<file path="src/rtl/mips_arb_pkg.sv">
// mips_arb_pkg: shared types and constants for the instruction/data memory
// port arbiter.
//   arb_state_e     : arbiter FSM states
//   arb_src_e       : which requester owns the access in flight
//   DEFAULT_MEM_LAT : default memory latency (mem_en cycle through capture edge)
package mips_arb_pkg;

    typedef enum logic [1:0] {
        IDLE  = 2'd0,
        ACC_I = 2'd1,
        ACC_D = 2'd2,
        RESP  = 2'd3
    } arb_state_e;

    typedef enum logic {
        SRC_IF = 1'b0,
        SRC_DM = 1'b1
    } arb_src_e;

    localparam int DEFAULT_MEM_LAT = 2;

endpackage

</file>
<file path="src/rtl/mem_lat_counter.sv">
// mem_lat_counter: loadable down-counter timing one memory access.
//   clk, rst : clock, asynchronous active-low reset
//   load     : load the counter with MEM_LAT (takes precedence over dec)
//   dec      : decrement by one, saturating at zero
//   done     : count equals 1, i.e. this is the read-data capture cycle
module mem_lat_counter
    import mips_arb_pkg::*;
#(
    parameter int MEM_LAT = DEFAULT_MEM_LAT
) (
    input  logic clk,
    input  logic rst,
    input  logic load,
    input  logic dec,
    output logic done
);

    localparam int CW = $clog2(MEM_LAT + 1);

    logic [CW-1:0] cnt_q, cnt_d;

    always_comb begin
        cnt_d = cnt_q;
        if (load) begin
            cnt_d = CW'(MEM_LAT);
        end else if (dec && (cnt_q != '0)) begin
            cnt_d = cnt_q - CW'(1);
        end
    end

    always_ff @(posedge clk or negedge rst) begin
        if (!rst) cnt_q <= '0;
        else      cnt_q <= cnt_d;
    end

    assign done = (cnt_q == CW'(1));

endmodule

</file>
<file path="src/rtl/mem_port_arbiter.sv">
// mem_port_arbiter: serializes the IF-stage fetch port and the MEM-stage data
// port onto one single-ported, fixed-latency memory.
//   clk, rst                     : clock, asynchronous active-low reset
//   if_req/if_addr               : fetch request (held until if_ready)
//   if_rdata/if_ready            : fetched word and one-cycle completion pulse
//   dm_req/dm_we/dm_addr/dm_wdata: data request (held until dm_ready)
//   dm_rdata/dm_ready            : read data and one-cycle completion pulse
//   mem_en/mem_we/mem_addr/mem_wdata/mem_rdata : memory side
//   stall_if/stall_mem           : pipeline freeze while a request is pending
//   busy                         : FSM not in IDLE
// Optional build macro ARB_FAIR_EN: after MAX_DATA_STREAK back-to-back data
// grants won against a waiting fetch, the fetch is granted once. Without it,
// data always wins and a fetch can starve while dm_req is held.
module mem_port_arbiter
    import mips_arb_pkg::*;
#(
    parameter int AW              = 32,
    parameter int DW              = 32,
    parameter int MEM_LAT         = DEFAULT_MEM_LAT,
    parameter int MAX_DATA_STREAK = 4
) (
    input  logic          clk,
    input  logic          rst,
    input  logic          if_req,
    input  logic [AW-1:0] if_addr,
    output logic [DW-1:0] if_rdata,
    output logic          if_ready,
    input  logic          dm_req,
    input  logic          dm_we,
    input  logic [AW-1:0] dm_addr,
    input  logic [DW-1:0] dm_wdata,
    output logic [DW-1:0] dm_rdata,
    output logic          dm_ready,
    output logic          mem_en,
    output logic          mem_we,
    output logic [AW-1:0] mem_addr,
    output logic [DW-1:0] mem_wdata,
    input  logic [DW-1:0] mem_rdata,
    output logic          stall_if,
    output logic          stall_mem,
    output logic          busy
);

    arb_state_e    state_q, state_d;
    arb_src_e      src_q, src_d;
    logic          mem_en_q, mem_en_d;
    logic          mem_we_q, mem_we_d;
    logic [AW-1:0] mem_addr_q, mem_addr_d;
    logic [DW-1:0] mem_wdata_q, mem_wdata_d;
    logic [DW-1:0] if_rdata_q, if_rdata_d;
    logic [DW-1:0] dm_rdata_q, dm_rdata_d;
    logic          cnt_load, cnt_dec, cnt_done;
    logic          force_if;

`ifdef ARB_FAIR_EN
    localparam int SW = (MAX_DATA_STREAK < 1) ? 1 : $clog2(MAX_DATA_STREAK + 1);

    // Data grants won while a fetch was waiting; never exceeds MAX_DATA_STREAK
    // because reaching it forces the next contested grant to IF.
    logic [SW-1:0] streak_q, streak_d;

    assign force_if = if_req && dm_req && (streak_q == SW'(MAX_DATA_STREAK));

    always_ff @(posedge clk or negedge rst) begin
        if (!rst) streak_q <= '0;
        else      streak_q <= streak_d;
    end
`else
    assign force_if = 1'b0;
`endif

    always_comb begin
        state_d     = state_q;
        src_d       = src_q;
        mem_en_d    = 1'b0;
        mem_we_d    = mem_we_q;
        mem_addr_d  = mem_addr_q;
        mem_wdata_d = mem_wdata_q;
        if_rdata_d  = if_rdata_q;
        dm_rdata_d  = dm_rdata_q;
        cnt_load    = 1'b0;
        cnt_dec     = 1'b0;
`ifdef ARB_FAIR_EN
        streak_d    = streak_q;
`endif
        unique case (state_q)
            IDLE: begin
                // Data wins ties: it belongs to the older instruction.
                if (dm_req && !force_if) begin
                    state_d     = ACC_D;
                    src_d       = SRC_DM;
                    mem_en_d    = 1'b1;
                    mem_we_d    = dm_we;
                    mem_addr_d  = dm_addr;
                    mem_wdata_d = dm_wdata;
                    cnt_load    = 1'b1;
`ifdef ARB_FAIR_EN
                    streak_d    = if_req ? streak_q + SW'(1) : '0;
`endif
                end else if (if_req) begin
                    // Fetches never write; mem_wdata keeps its last value.
                    state_d     = ACC_I;
                    src_d       = SRC_IF;
                    mem_en_d    = 1'b1;
                    mem_we_d    = 1'b0;
                    mem_addr_d  = if_addr;
                    cnt_load    = 1'b1;
`ifdef ARB_FAIR_EN
                    streak_d    = '0;
`endif
                end
            end
            ACC_I, ACC_D: begin
                cnt_dec = 1'b1;
                if (cnt_done) begin
                    state_d = RESP;
                    if (state_q == ACC_I) begin
                        if_rdata_d = mem_rdata;
                    end else if (!mem_we_q) begin
                        dm_rdata_d = mem_rdata;
                    end
                end
            end
            // Always return through IDLE so a request still held during its
            // ready pulse is not granted a second time.
            RESP:    state_d = IDLE;
            default: state_d = IDLE;
        endcase
    end

    always_ff @(posedge clk or negedge rst) begin
        if (!rst) begin
            state_q     <= IDLE;
            src_q       <= SRC_IF;
            mem_en_q    <= 1'b0;
            mem_we_q    <= 1'b0;
            mem_addr_q  <= '0;
            mem_wdata_q <= '0;
            if_rdata_q  <= '0;
            dm_rdata_q  <= '0;
        end else begin
            state_q     <= state_d;
            src_q       <= src_d;
            mem_en_q    <= mem_en_d;
            mem_we_q    <= mem_we_d;
            mem_addr_q  <= mem_addr_d;
            mem_wdata_q <= mem_wdata_d;
            if_rdata_q  <= if_rdata_d;
            dm_rdata_q  <= dm_rdata_d;
        end
    end

    mem_lat_counter #(
        .MEM_LAT(MEM_LAT)
    ) u_lat (
        .clk (clk),
        .rst (rst),
        .load(cnt_load),
        .dec (cnt_dec),
        .done(cnt_done)
    );

    assign mem_en    = mem_en_q;
    assign mem_we    = mem_we_q;
    assign mem_addr  = mem_addr_q;
    assign mem_wdata = mem_wdata_q;
    assign if_rdata  = if_rdata_q;
    assign dm_rdata  = dm_rdata_q;
    assign if_ready  = (state_q == RESP) && (src_q == SRC_IF);
    assign dm_ready  = (state_q == RESP) && (src_q == SRC_DM);
    assign busy      = (state_q != IDLE);

    // Stalls are gated by rst so every output reads 0 while reset is held,
    // even if a stage keeps its request up.
    assign stall_if  = rst && if_req && !if_ready;
    assign stall_mem = rst && dm_req && !dm_ready;

endmodule

</file>
<file path="config.mk">
export PLATFORM = sky130hd
export DESIGN_NAME = mem_port_arbiter
export DESIGN_NICKNAME = d
export VERILOG_FILES = /design/src/rtl/mips_arb_pkg.sv /design/src/rtl/mem_lat_counter.sv /design/src/rtl/mem_port_arbiter.sv
export SDC_FILE = /design/constraint.sdc
export NUM_CORES = 1
export LEC_CHECK = 0
export ABC_AREA = 1
export CORE_MARGIN = 5
export CORE_UTILIZATION = 32
export CTS_CLUSTER_DIAMETER = 60
export DETAILED_ROUTE_END_ITERATION = 8
export HOLD_SLACK_MARGIN = 0.15
export PLACE_DENSITY = 0.65
export SYNTH_ARGS = -nofsm -noshare
export SYNTH_HDL_FRONTEND = slang
export SYNTH_SLANG_ARGS = --single-unit
</file>
<file path="constraint.sdc">
create_clock -name clk -period 1.9 [get_ports clk]
set_input_delay 0.38 -clock clk [delete_from_list [all_inputs] [get_ports clk]]
set_output_delay 0.38 -clock clk [all_outputs]
set_load 0.01 [all_outputs]
</file>
==> flow_metrics.py <==
# Flow results
metrics = {
    "final_timing": {
        "setup_viol": 0,
        "hold_viol_final": 0,
        "min_period_over_period_pct": 96.02,
        "final.setup.tns_ns": 0,
        "worst_slew_pin_slew_ns": 0.5473,
        "whs_ns": 0.4683,
        "relSlewSlack_pct": 63.51,
        "fmax_mhz": 548.1,
        "grt_setup_unrepaired": "true",
    },
    "power_and_ir_drop": {
        "powerClk_w": 0.00303,
        "power_density_nw_per_um2": 1608,
        "power_frac_comb_pct": 45.0,
        "power_leader": "combinational cells",
        "clockPowerShare_pct": 20.6,
        "comb_power_w": 0.00663,
        "power.total_w": 0.01474,
        "seq_power_share_pct": 34.4,
        "swShare_pct": 35.08,
        "internal_power_w": 0.009570,
        "ir_worst_vdd_uv": 732.2,
        "pg_seq_w": 0.00508,
        "power.leakage_nw": 4.568,
        "p_switching_w": 0.005172,
    },
    "hold_path": {
        "hp-class": "flip-flop to flip-flop",
    },
    "outcome": {
        "status": "complete, no violations",
    },
    "synthesis": {
        "syn_inst": 677,
        "simple_gate_area_share_pct": 26.58,
        "logic_family": "simple AND/OR/NAND/NOR gates",
        "synth_warnings": 0,
        "avgSynthCellArea_sq_um": 8.392,
        "netlist_area_sq_um": 5682,
        "yosys_cells": 677,
        "synth_top_cell_by_area": "dfrtp_1",
        "netlist.area_leader.share_pct": 59.46,
        "synth-xor-area-share_pct": 0,
        "ys_ff": 135,
        "mux_share_pct": 0,
        "yosysUniqueCellTypes": 15,
        "floorplan.nets": 816,
        "ys_sh_adder_pct": 1.321,
        "topCellsByArea": "dfrtp_1, nand2_1, o21ai_0, nand3_1, inv_1",
        "synth.cellmix.compoundShare_pct": 6.056,
        "ys_seq_share_pct": 59.46,
    },
    "routing": {
        "ant_nets": 0,
        "vias_per_cell": 4.361,
        "wl_met1_um": 7336,
        "first_pass_iters": 4,
        "wl_per_cell_um": 14.55,
        "via_count": 5164,
        "first_iter_violations": 235,
        "wl_met3_um": 1202,
        "remaining_drc_errors": 0,
        "met2_length_um": 8188,
        "routed_wl_um": 17220,
        "top_layer": "met4",
    },
    "place": {
        "gp_congestion": 0.7676,
        "dpl.cell_count": 1148,
        "port_buffers": 267,
        "place_ws_ns": -0.03795,
        "place_area_sq_um": 8594,
        "hpwl_um": 12220,
    },
    "job": {
        "warnings": 33,
        "maxCapViolCount": 0,
    },
    "grt": {
        "antenna_found_initial": 1,
        "grtUsageMet3_pct": 4.655,
        "track_usage_pct": 16.57,
        "grt_pass1_vias": 5004,
        "gr-usage-met1_pct": 20.75,
        "top_usage_layer": "met2",
        "met2_usage_pct": 26.85,
        "grt_pass1_wl_um": 26810,
        "grt_start_max_net_pins": 103,
    },
    "floorplan": {
        "die_h_um": 143.3,
        "die_x_um": 143.3,
        "chipArea_sq_um": 20520,
        "fp_util_pct": 32.74,
        "core_area_sq_um": 17360,
        "ios": 268,
        "rows": 48,
    },
    "cells_and_area": {
        "final_nets": 1084,
        "postLayoutCellArea_sq_um": 9170,
        "final_cells": 1184,
        "final_cell_mix": "nand2_1, clkdlybuf4s50_1, dfrtp_1",
        "fillers": 1646,
        "lay_top_count": "nand2_1",
        "drive_above_1_share_pct": 6.367,
        "final_util_pct": 52.83,
    },
    "worst_setup_path": {
        "cp-end-kind": "output port",
        "crit_fanout": 3,
        "crit_type": "flip-flop to output port",
        "required_ns": 1.52,
        "arrival_ns": 1.44,
    },
    "clocking": {
        "cts_inserted_buffers": 17,
        "postCtsSetupBuffers": 1,
        "cts_tree": "yes",
        "cts.path.max_buffers": 2,
        "h-tree-depth": 4,
        "clk-insertion-delay-late_ns": 0.42,
        "cts_hold_buf": 1,
        "clkTransAtPathRegs_ns": 0.06,
        "cts_resized": 11,
    },
}
flip-flops by register name (all words and copies together), names as in the netlist:
register	flops
mem_wdata	32
src_q	1
state_q	2
u_lat.cnt_q	2
mem_we	1
dm_rdata	32
mem_addr	32
mem_en	1
if_rdata	32
layout make-up:
| class | count | area [sq um] | share of cell area (%) |
|---|---|---|---|
| inverters | 45 | 171.4 | 1.869 |
| well taps | 225 | 281.5 | 3.070 |
| diodes | 1 | 2.502 | 0.02729 |
| repair buffers | 285 | 2849 | 31.07 |
| clock buffers | 22 | 474.2 | 5.171 |
| flip-flops and latches | 135 | 3378 | 36.84 |
| clock inverters | 10 | 68.82 | 0.7504 |
| multi-input cells | 461 | 1944 | 21.20 |
synth_stat cells:
library cell	number
o211ai_1	1
inv_4	1
nand3_1	36
o21ai_4	1
buf_2	12
clkbuf_1	17
o21ai_0	64
nor2_1	5
dfrtp_1	135
nand2_1	346
buf_6	7
inv_1	44
ha_1	6
nand2_2	1
nor2_2	1
path summary, 6_finish.rpt:
path	from	to	slack, ns	cells past startpoint
max in group asynchronous	rst	mem_addr[7]$_DFFE_PN0P_	0.74	3
setup reg to reg	state_q[1]$_DFFE_PN0P_	mem_addr[4]$_DFFE_PN0P_	0.25	7
hold reg to reg	mem_wdata[27]$_DFFE_PN0P_	mem_wdata[27]$_DFFE_PN0P_	0.47	2
min in group asynchronous	rst	src_q$_DFFE_PN0P_	0.74	3
hold / removal	mem_wdata[27]$_DFFE_PN0P_	mem_wdata[27]$_DFFE_PN0P_	0.47	2
setup / recovery	state_q[1]$_DFFE_PN0P_	if_ready	0.08	4
worst max-delay path, cell delays in order, from the launching register on:
cell and delay, ns:
dfrtp_1 0.40, ha_2 0.21, inv_2 0.04, nor2_4 0.10
dlygate4sd2_1 0.28
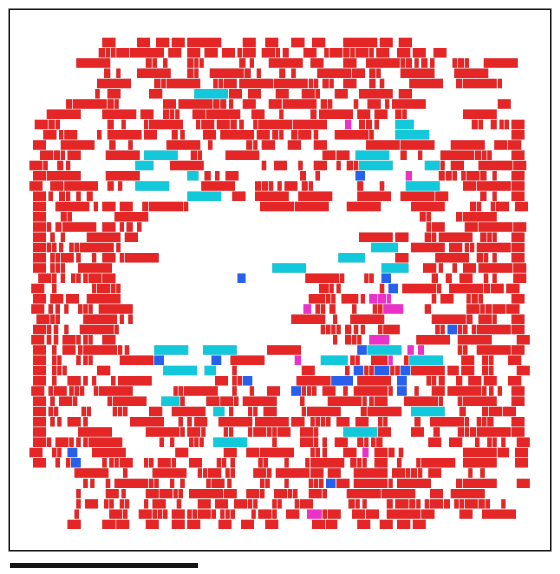
(images/drive_strength.png)
Bar = 50 um.
[drive 3 to 4] blue | cells: 19
[drive 6 and up] cyan | cells: 28
[drive 1 or less] red | cells: 897
[drive 2] magenta | cells: 14
area grow syn2layout: 61.40%
Non-clk bufs: 285
final setup margin: 0.07568 ns

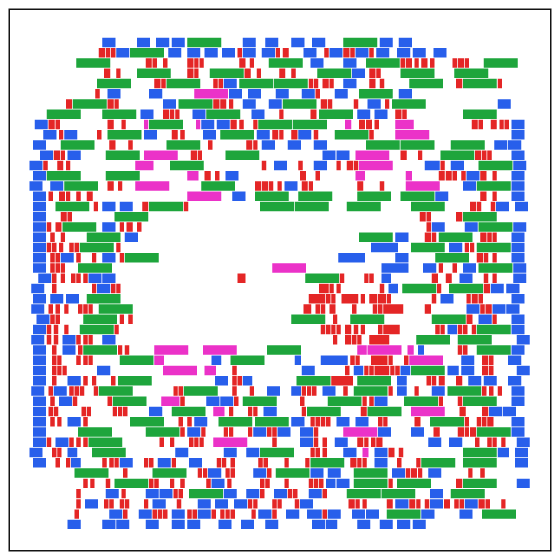
(images/cell_classes.png)
[flip-flops] green | cells: 135 | share of their area: 38%
[other buffers and delay cells] blue | cells: 285 | share of their area: 32%
[clock drivers and dummy loads] magenta | cells: 32 | share of their area: 6.1%
[all other logic] red | cells: 506 | share of their area: 24%

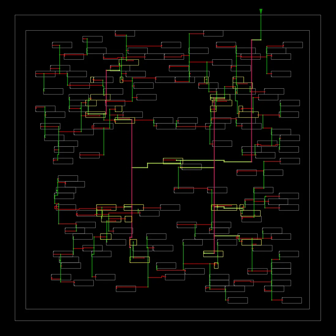
(images/final_clocks.png)
clock sink count: 135
Worst Skew: 0.009994 ns

